Floorplan with the power grid:
Pins as bars on the die edge.
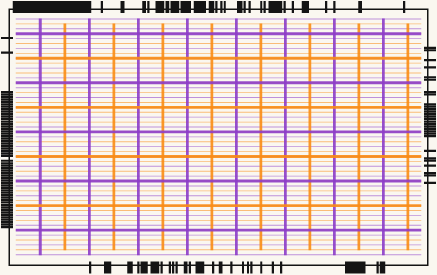
Cell classes on the final placement:
The bar under the picture is 50 um long.
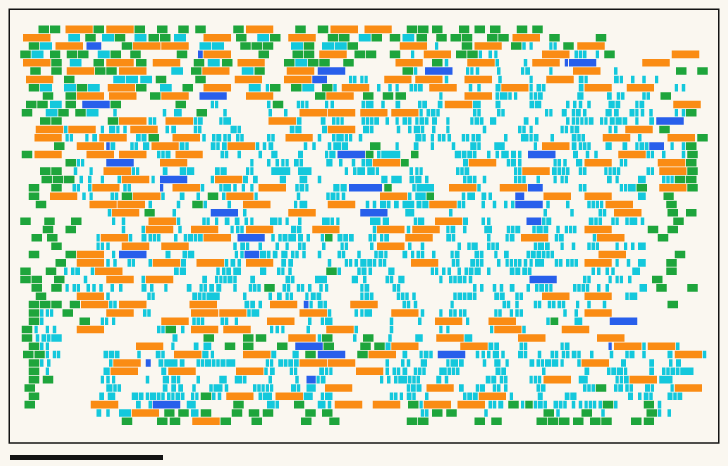
Routed clock nets over the placement:
The bar under the picture is 50 um long.
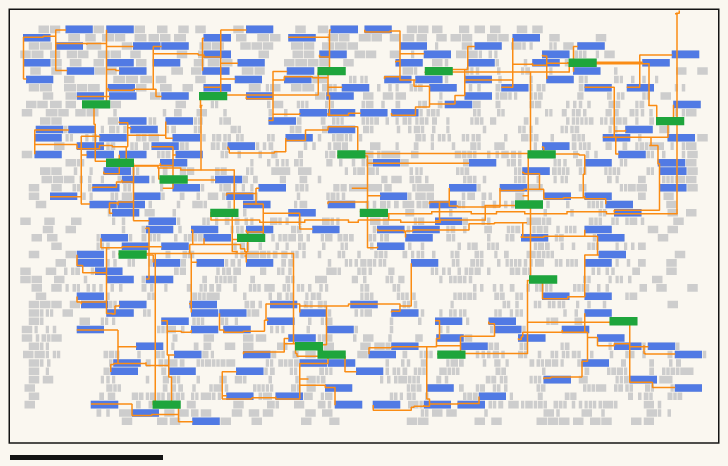
Wiring by layer:
Only two layers are drawn.
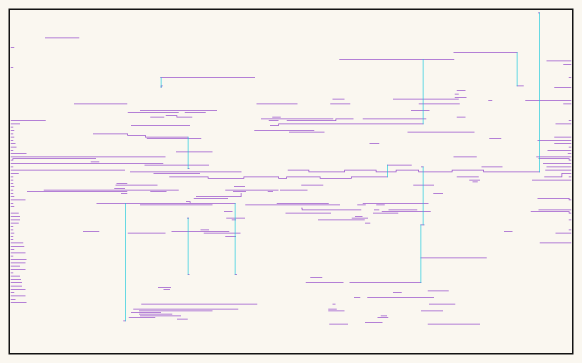
The clock network:
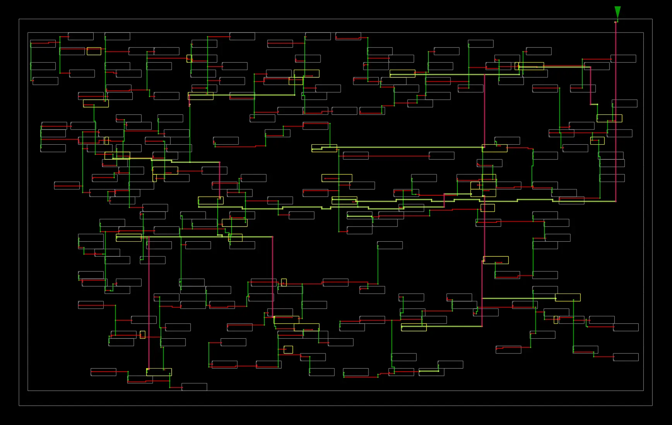
<file path="config.mk">
export PLATFORM = sky130hd
export DESIGN_NAME = dma_ctrl_fsm
export DESIGN_NICKNAME = d
export VERILOG_FILES = /design/src/rtl/dma_ctrl_fsm.sv
export SDC_FILE = /design/constraint.sdc
export NUM_CORES = 1
export LEC_CHECK = 0
export ABC_AREA = 1
export CELL_PAD_IN_SITES_DETAIL_PLACEMENT = 0
export CELL_PAD_IN_SITES_GLOBAL_PLACEMENT = 1
export CORE_ASPECT_RATIO = 0.6
export CORE_MARGIN = 3
export CORE_UTILIZATION = 36
export CTS_CLUSTER_DIAMETER = 120
export DETAILED_ROUTE_END_ITERATION = 12
export HOLD_SLACK_MARGIN = 0.06
export MAX_ROUTING_LAYER = met4
export PLACE_DENSITY = 0.76
export SYNTH_ARGS = -nofsm -noshare
export SYNTH_HDL_FRONTEND = slang
export SYNTH_SLANG_ARGS = --single-unit
</file>
<file path="constraint.sdc">
create_clock -name clk -period 7.94 [get_ports clk]
set_input_delay 0.794 -clock clk [delete_from_list [all_inputs] [get_ports clk]]
set_output_delay 0.794 -clock clk [all_outputs]
set_load 0.05 [all_outputs]
</file>
<file path="src/rtl/dma_ctrl_fsm.sv">
// Word-by-word DMA transfer sequencer: read one word from the source, write it to
// the destination, repeat for the latched count, then pulse end-of-transfer.
module dma_ctrl_fsm #(
  parameter int DATA_WIDTH = 32,
  parameter int ADDR_WIDTH = 32,
  parameter int CNT_WIDTH  = 16
) (
  input  logic                  clk,
  input  logic                  rst,
  input  logic                  i_sw_en,
  input  logic [7:0]            i_hw_en,
  input  logic [7:0]            i_dma_start_trig,
  input  logic [ADDR_WIDTH-1:0] i_src_addr,
  input  logic [ADDR_WIDTH-1:0] i_dist_addr,
  input  logic                  i_src_addr_type,
  input  logic                  i_dist_addr_type,
  input  logic [CNT_WIDTH-1:0]  i_total_trans,
  output logic                  o_rd_valid,
  output logic [ADDR_WIDTH-1:0] o_rd_addr,
  input  logic                  i_rd_ready,
  input  logic [DATA_WIDTH-1:0] i_rd_data,
  input  logic                  i_rd_data_valid,
  output logic                  o_wr_valid,
  output logic [ADDR_WIDTH-1:0] o_wr_addr,
  output logic [DATA_WIDTH-1:0] o_wr_data,
  input  logic                  i_wr_ready,
  output logic                  o_trig_end_fsm,
  output logic                  o_busy,
  output logic [CNT_WIDTH-1:0]  o_done_cnt
);

  localparam logic [2:0] ST_IDLE    = 3'd0;
  localparam logic [2:0] ST_RD_REQ  = 3'd1;
  localparam logic [2:0] ST_RD_WAIT = 3'd2;
  localparam logic [2:0] ST_WR_REQ  = 3'd3;
  localparam logic [2:0] ST_DONE    = 3'd4;

  localparam logic [ADDR_WIDTH-1:0] ADDR_STEP = ADDR_WIDTH'(DATA_WIDTH / 8);

  logic [2:0]            state_r;
  logic [2:0]            state_nxt_s;
  logic [ADDR_WIDTH-1:0] src_r;
  logic [ADDR_WIDTH-1:0] src_nxt_s;
  logic [ADDR_WIDTH-1:0] dst_r;
  logic [ADDR_WIDTH-1:0] dst_nxt_s;
  logic                  src_fix_r;
  logic                  src_fix_nxt_s;
  logic                  dst_fix_r;
  logic                  dst_fix_nxt_s;
  logic [CNT_WIDTH-1:0]  remain_r;
  logic [CNT_WIDTH-1:0]  remain_nxt_s;
  logic [CNT_WIDTH-1:0]  done_cnt_r;
  logic [CNT_WIDTH-1:0]  done_cnt_nxt_s;
  logic [DATA_WIDTH-1:0] buf_r;
  logic [DATA_WIDTH-1:0] buf_nxt_s;
  logic [ADDR_WIDTH-1:0] rd_addr_r;
  logic [ADDR_WIDTH-1:0] wr_addr_r;
  logic                  rd_valid_r;
  logic                  wr_valid_r;
  logic                  trig_end_r;
  logic                  busy_r;
  logic                  start_s;

  assign start_s = i_sw_en | (|(i_hw_en & i_dma_start_trig));

  // Next-state and datapath update decode.
  always_comb begin
    state_nxt_s    = state_r;
    src_nxt_s      = src_r;
    dst_nxt_s      = dst_r;
    src_fix_nxt_s  = src_fix_r;
    dst_fix_nxt_s  = dst_fix_r;
    remain_nxt_s   = remain_r;
    done_cnt_nxt_s = done_cnt_r;
    buf_nxt_s      = buf_r;
    case (state_r)
      ST_IDLE: begin
        if (start_s) begin
          done_cnt_nxt_s = '0;
          if (i_total_trans != '0) begin
            src_nxt_s     = i_src_addr;
            dst_nxt_s     = i_dist_addr;
            src_fix_nxt_s = i_src_addr_type;
            dst_fix_nxt_s = i_dist_addr_type;
            remain_nxt_s  = i_total_trans;
            state_nxt_s   = ST_RD_REQ;
          end else begin
            state_nxt_s   = ST_DONE;
          end
        end else begin
          state_nxt_s = ST_IDLE;
        end
      end
      ST_RD_REQ: begin
        if (i_rd_ready) begin
          state_nxt_s = ST_RD_WAIT;
        end else begin
          state_nxt_s = ST_RD_REQ;
        end
      end
      ST_RD_WAIT: begin
        if (i_rd_data_valid) begin
          buf_nxt_s   = i_rd_data;
          state_nxt_s = ST_WR_REQ;
        end else begin
          state_nxt_s = ST_RD_WAIT;
        end
      end
      ST_WR_REQ: begin
        if (i_wr_ready) begin
          done_cnt_nxt_s = done_cnt_r + CNT_WIDTH'(1);
          remain_nxt_s   = remain_r - CNT_WIDTH'(1);
          if (!src_fix_r) begin
            src_nxt_s = src_r + ADDR_STEP;
          end else begin
            src_nxt_s = src_r;
          end
          if (!dst_fix_r) begin
            dst_nxt_s = dst_r + ADDR_STEP;
          end else begin
            dst_nxt_s = dst_r;
          end
          if (remain_r == CNT_WIDTH'(1)) begin
            state_nxt_s = ST_DONE;
          end else begin
            state_nxt_s = ST_RD_REQ;
          end
        end else begin
          state_nxt_s = ST_WR_REQ;
        end
      end
      ST_DONE: begin
        state_nxt_s = ST_IDLE;
      end
      default: begin
        state_nxt_s = ST_IDLE;
      end
    endcase
  end

  // State and internal transfer context registers.
  always_ff @(posedge clk or posedge rst) begin
    if (rst) begin
      state_r    <= ST_IDLE;
      src_r      <= '0;
      dst_r      <= '0;
      src_fix_r  <= 1'b0;
      dst_fix_r  <= 1'b0;
      remain_r   <= '0;
      done_cnt_r <= '0;
      buf_r      <= '0;
    end else begin
      state_r    <= state_nxt_s;
      src_r      <= src_nxt_s;
      dst_r      <= dst_nxt_s;
      src_fix_r  <= src_fix_nxt_s;
      dst_fix_r  <= dst_fix_nxt_s;
      remain_r   <= remain_nxt_s;
      done_cnt_r <= done_cnt_nxt_s;
      buf_r      <= buf_nxt_s;
    end
  end

  // Outputs are decoded from the next state so they are registered yet still Moore-timed;
  // addresses load only when entering the request state and otherwise hold.
  always_ff @(posedge clk or posedge rst) begin
    if (rst) begin
      rd_valid_r <= 1'b0;
      wr_valid_r <= 1'b0;
      trig_end_r <= 1'b0;
      busy_r     <= 1'b0;
      rd_addr_r  <= '0;
      wr_addr_r  <= '0;
    end else begin
      rd_valid_r <= (state_nxt_s == ST_RD_REQ);
      wr_valid_r <= (state_nxt_s == ST_WR_REQ);
      trig_end_r <= (state_nxt_s == ST_DONE);
      busy_r     <= (state_nxt_s != ST_IDLE);
      if (state_nxt_s == ST_RD_REQ) begin
        rd_addr_r <= src_nxt_s;
      end else begin
        rd_addr_r <= rd_addr_r;
      end
      if (state_nxt_s == ST_WR_REQ) begin
        wr_addr_r <= dst_nxt_s;
      end else begin
        wr_addr_r <= wr_addr_r;
      end
    end
  end

  assign o_rd_valid     = rd_valid_r;
  assign o_rd_addr      = rd_addr_r;
  assign o_wr_valid     = wr_valid_r;
  assign o_wr_addr      = wr_addr_r;
  assign o_wr_data      = buf_r;
  assign o_trig_end_fsm = trig_end_r;
  assign o_busy         = busy_r;
  assign o_done_cnt     = done_cnt_r;

endmodule

</file>
==> results.toml <==
# yosys + openroad results
[placement]
finalWeightedCongestion = 0.895
postPlaceCellArea_sq_mm = 0.0138
dp_cells = 2095
pre_cts_ws_ps = 3460
port_buffers = 251

[pwr]
leakage_nw = 6.72
p_per_area_mw_per_mm2 = 432

[hold_path]
min_path_cells = 2
holdCritStartpoint = "o_rd_addr[26]"
hold_path_class = "reg -> reg"

[worst_setup_path]
critical_path_class = "in -> reg"
worst_ep_arrival_time_ps = 4350
crit_start = "i_dma_start_trig[4]"
cp.required_ps = 8400
worst-r2r-cell-count = 7
r2r_end = "o_wr_addr[15]"
critical_path_buf_inv_count = 4
cp-end-kind = "register"
crit_path_cell_trace = "clkdlybuf4s50_1, inv_1, o21ai_1, inv_1, nand3_2, nand3_2, nand2_2, nand2_2, inv_2, nand2_1, nand2_1"
worstSetupEndpoint = "o_wr_addr[15]"

[grt]
grt_pass1_wl_um = 58700
largest_net_degree_at_the_start_of_global_routing = 131
initial_antenna_violation_count = 1
number_of_global_route_vias_before_repair = 10164

[yosys]
asyncSetResetFlopFracSynth_pct = 100
top_cells_by_count = "nand2_1, dfrtp_1, nand3_1"
yosysWarnings = 0
netlist_top_cells_area = "dfrtp_1, nand2_1, nand3_1"
yosysMostFrequentCell = "nand2_1"
summed_instance_area_of_the_synthesized_netlist_sq_mm = 0.0109
synth_xor_xnor_area_share_pct = 0.721
syn_area_per_cell_sq_um = 7.36
number_of_flops_mapped_to_enable_cells_by_yosys = 0
netlist.top_cell.by_area = "dfrtp_1"
ff_type = "dfrtp_1"
synth_cells = 1485
post_synth_and_or_nand_nor_area_fraction_pct = 36.9
post_synth_fa_ha_maj_area_fraction_pct = 0.572
synthTopLogicFamily = "simple AND/OR/NAND/NOR gates"
synth_chip_area_sq_mm = 0.0109
yosys.cell_types.count = 36
top_cell_area_share_pct = 46.0
yosys.stat.seqShare_pct = 46.0

[final_layout]
layout.area.comb_sq_mm = 0.00518
area_delta_synth_final_pct = 32.3
multi_input_comb_cells = 1106
fin_area_sq_mm = 0.0145
nets = 1859
seq_cells = 201
layout_buffering_overhead_excluding_clock_cells_pct = 17.8
antenna_cells = 1
finish.cell_count_without_fillers = 2133
comb-cell-share_pct = 35.8
nFillCells = 2943
layout.area.top_class = "logic gates"
buffers = 259

[clocking]
cts_resizes = 0
numCtsBuffers = 21
cts_max_level = 1
clock_tree.buffer_depth = 3
cts-root-buf = "clkbuf_16"
cts_hold_repair.buffers = 0

[sta]
setup_ws_ps = 4050
timing.slew.headroom_pct = 35.5
worst_slew_pin_slew_ps = 968
final_hold_viol_count = 0
finalHoldWorstSlack_ps = 474
highest_attainable_clock_frequency_mhz = 257
layout_min_cycle_time_ps = 3890

[drt]
ant_nets = 0
drt_iter0_markers = 1068
detailed_router_iteration_count_before_antenna_repair = 5

[floorplan]
initial_utilization_pct = 37.3
chip_area_sq_mm = 0.0326
floorplan.io_pins = 252

[outcome]
outcome = "completed"

[flow_run]
tool_warnings = 29
Back to the opening pictures, 'floorplan with the power grid':
Key: orange = VDD; purple = VSS
49 met1 rails follow the rows. 16 straps on met4. 9 straps on met5. The core has 48 rows.
worst IR drop on VDD: 0.249 mV
Die Y: 141 um
core box area: 0.0293 sq mm
Die Width: 231 um

Back to the opening pictures, 'cell classes on the final placement':
Key: green = remaining buffers and delay cells [cells 259, share of their area 18%]; blue = clock drivers and dummy loads [cells 37, share of their area 4.9%]; cyan = remaining logic cells [cells 1,235, share of their area 41%]; orange = registers [cells 201, share of their area 36%]
cell row count: 48
Final Util: 49.3%
sequential share of cell area: 34.8%

Back to the opening pictures, 'routed clock nets over the placement':
Key: blue = flip-flops [count 201]; green = clock-net drivers [count 21]; orange = clock wires [length 3,170 um]
Position of the flops: all over the die. There are 22 routed clock nets.
clock latency at the later pin of the worst-skew pair: 520 ps
Clock group: 1.02 mW
part of the power in the clock network: 16.3%
skew final: 10.8 ps

Back to the opening pictures, 'wiring by layer':
Key: cyan = M4 [wire length 275 um]; purple = M3 [wire length 2,560 um]
global router's overall resource usage: 23.5%
routed vias: 10,575
drt total wl: 37,400 um
per-cell routed wire length: 17.6 um

Back to the opening pictures, 'the clock network':
number of clock sinks: 201
# clk buffers: 31

-- power by group --
group | total (mW) | internal (mW) | switching [mW]
Combinational | 3.36 | 1.02 | 2.34
Clock | 1.02 | 0.577 | 0.439
Sequential | 1.87 | 1.49 | 0.380
-- metal layers --
metal	part of all wire (%)	track usage, %
met5	0	-
met4	0.73	2.41
met3	6.8	4.36
met2	39	31.0
met1	53	37.8
-- cells in the final DEF (no fill, tap or decap), drive strengths merged --
cell and instances:
o211ai 12, o22ai 4, nand4 31, nand3b 19, o21ai 67, o31ai 9, inv 130, diode 1
nor2 119, clkbuf 31, buf 8, a21oi 13, xor2 9, and3 1, or2 8, nand3 137
ha 5, clkdlybuf4s50 251, nor4 2, clkinv 4, mux2 32, nor3 15, dfrtp 201, bufinv 1
nand2 617, o21bai 6
No activity file was given, so power comes from the tool's default toggle rates.
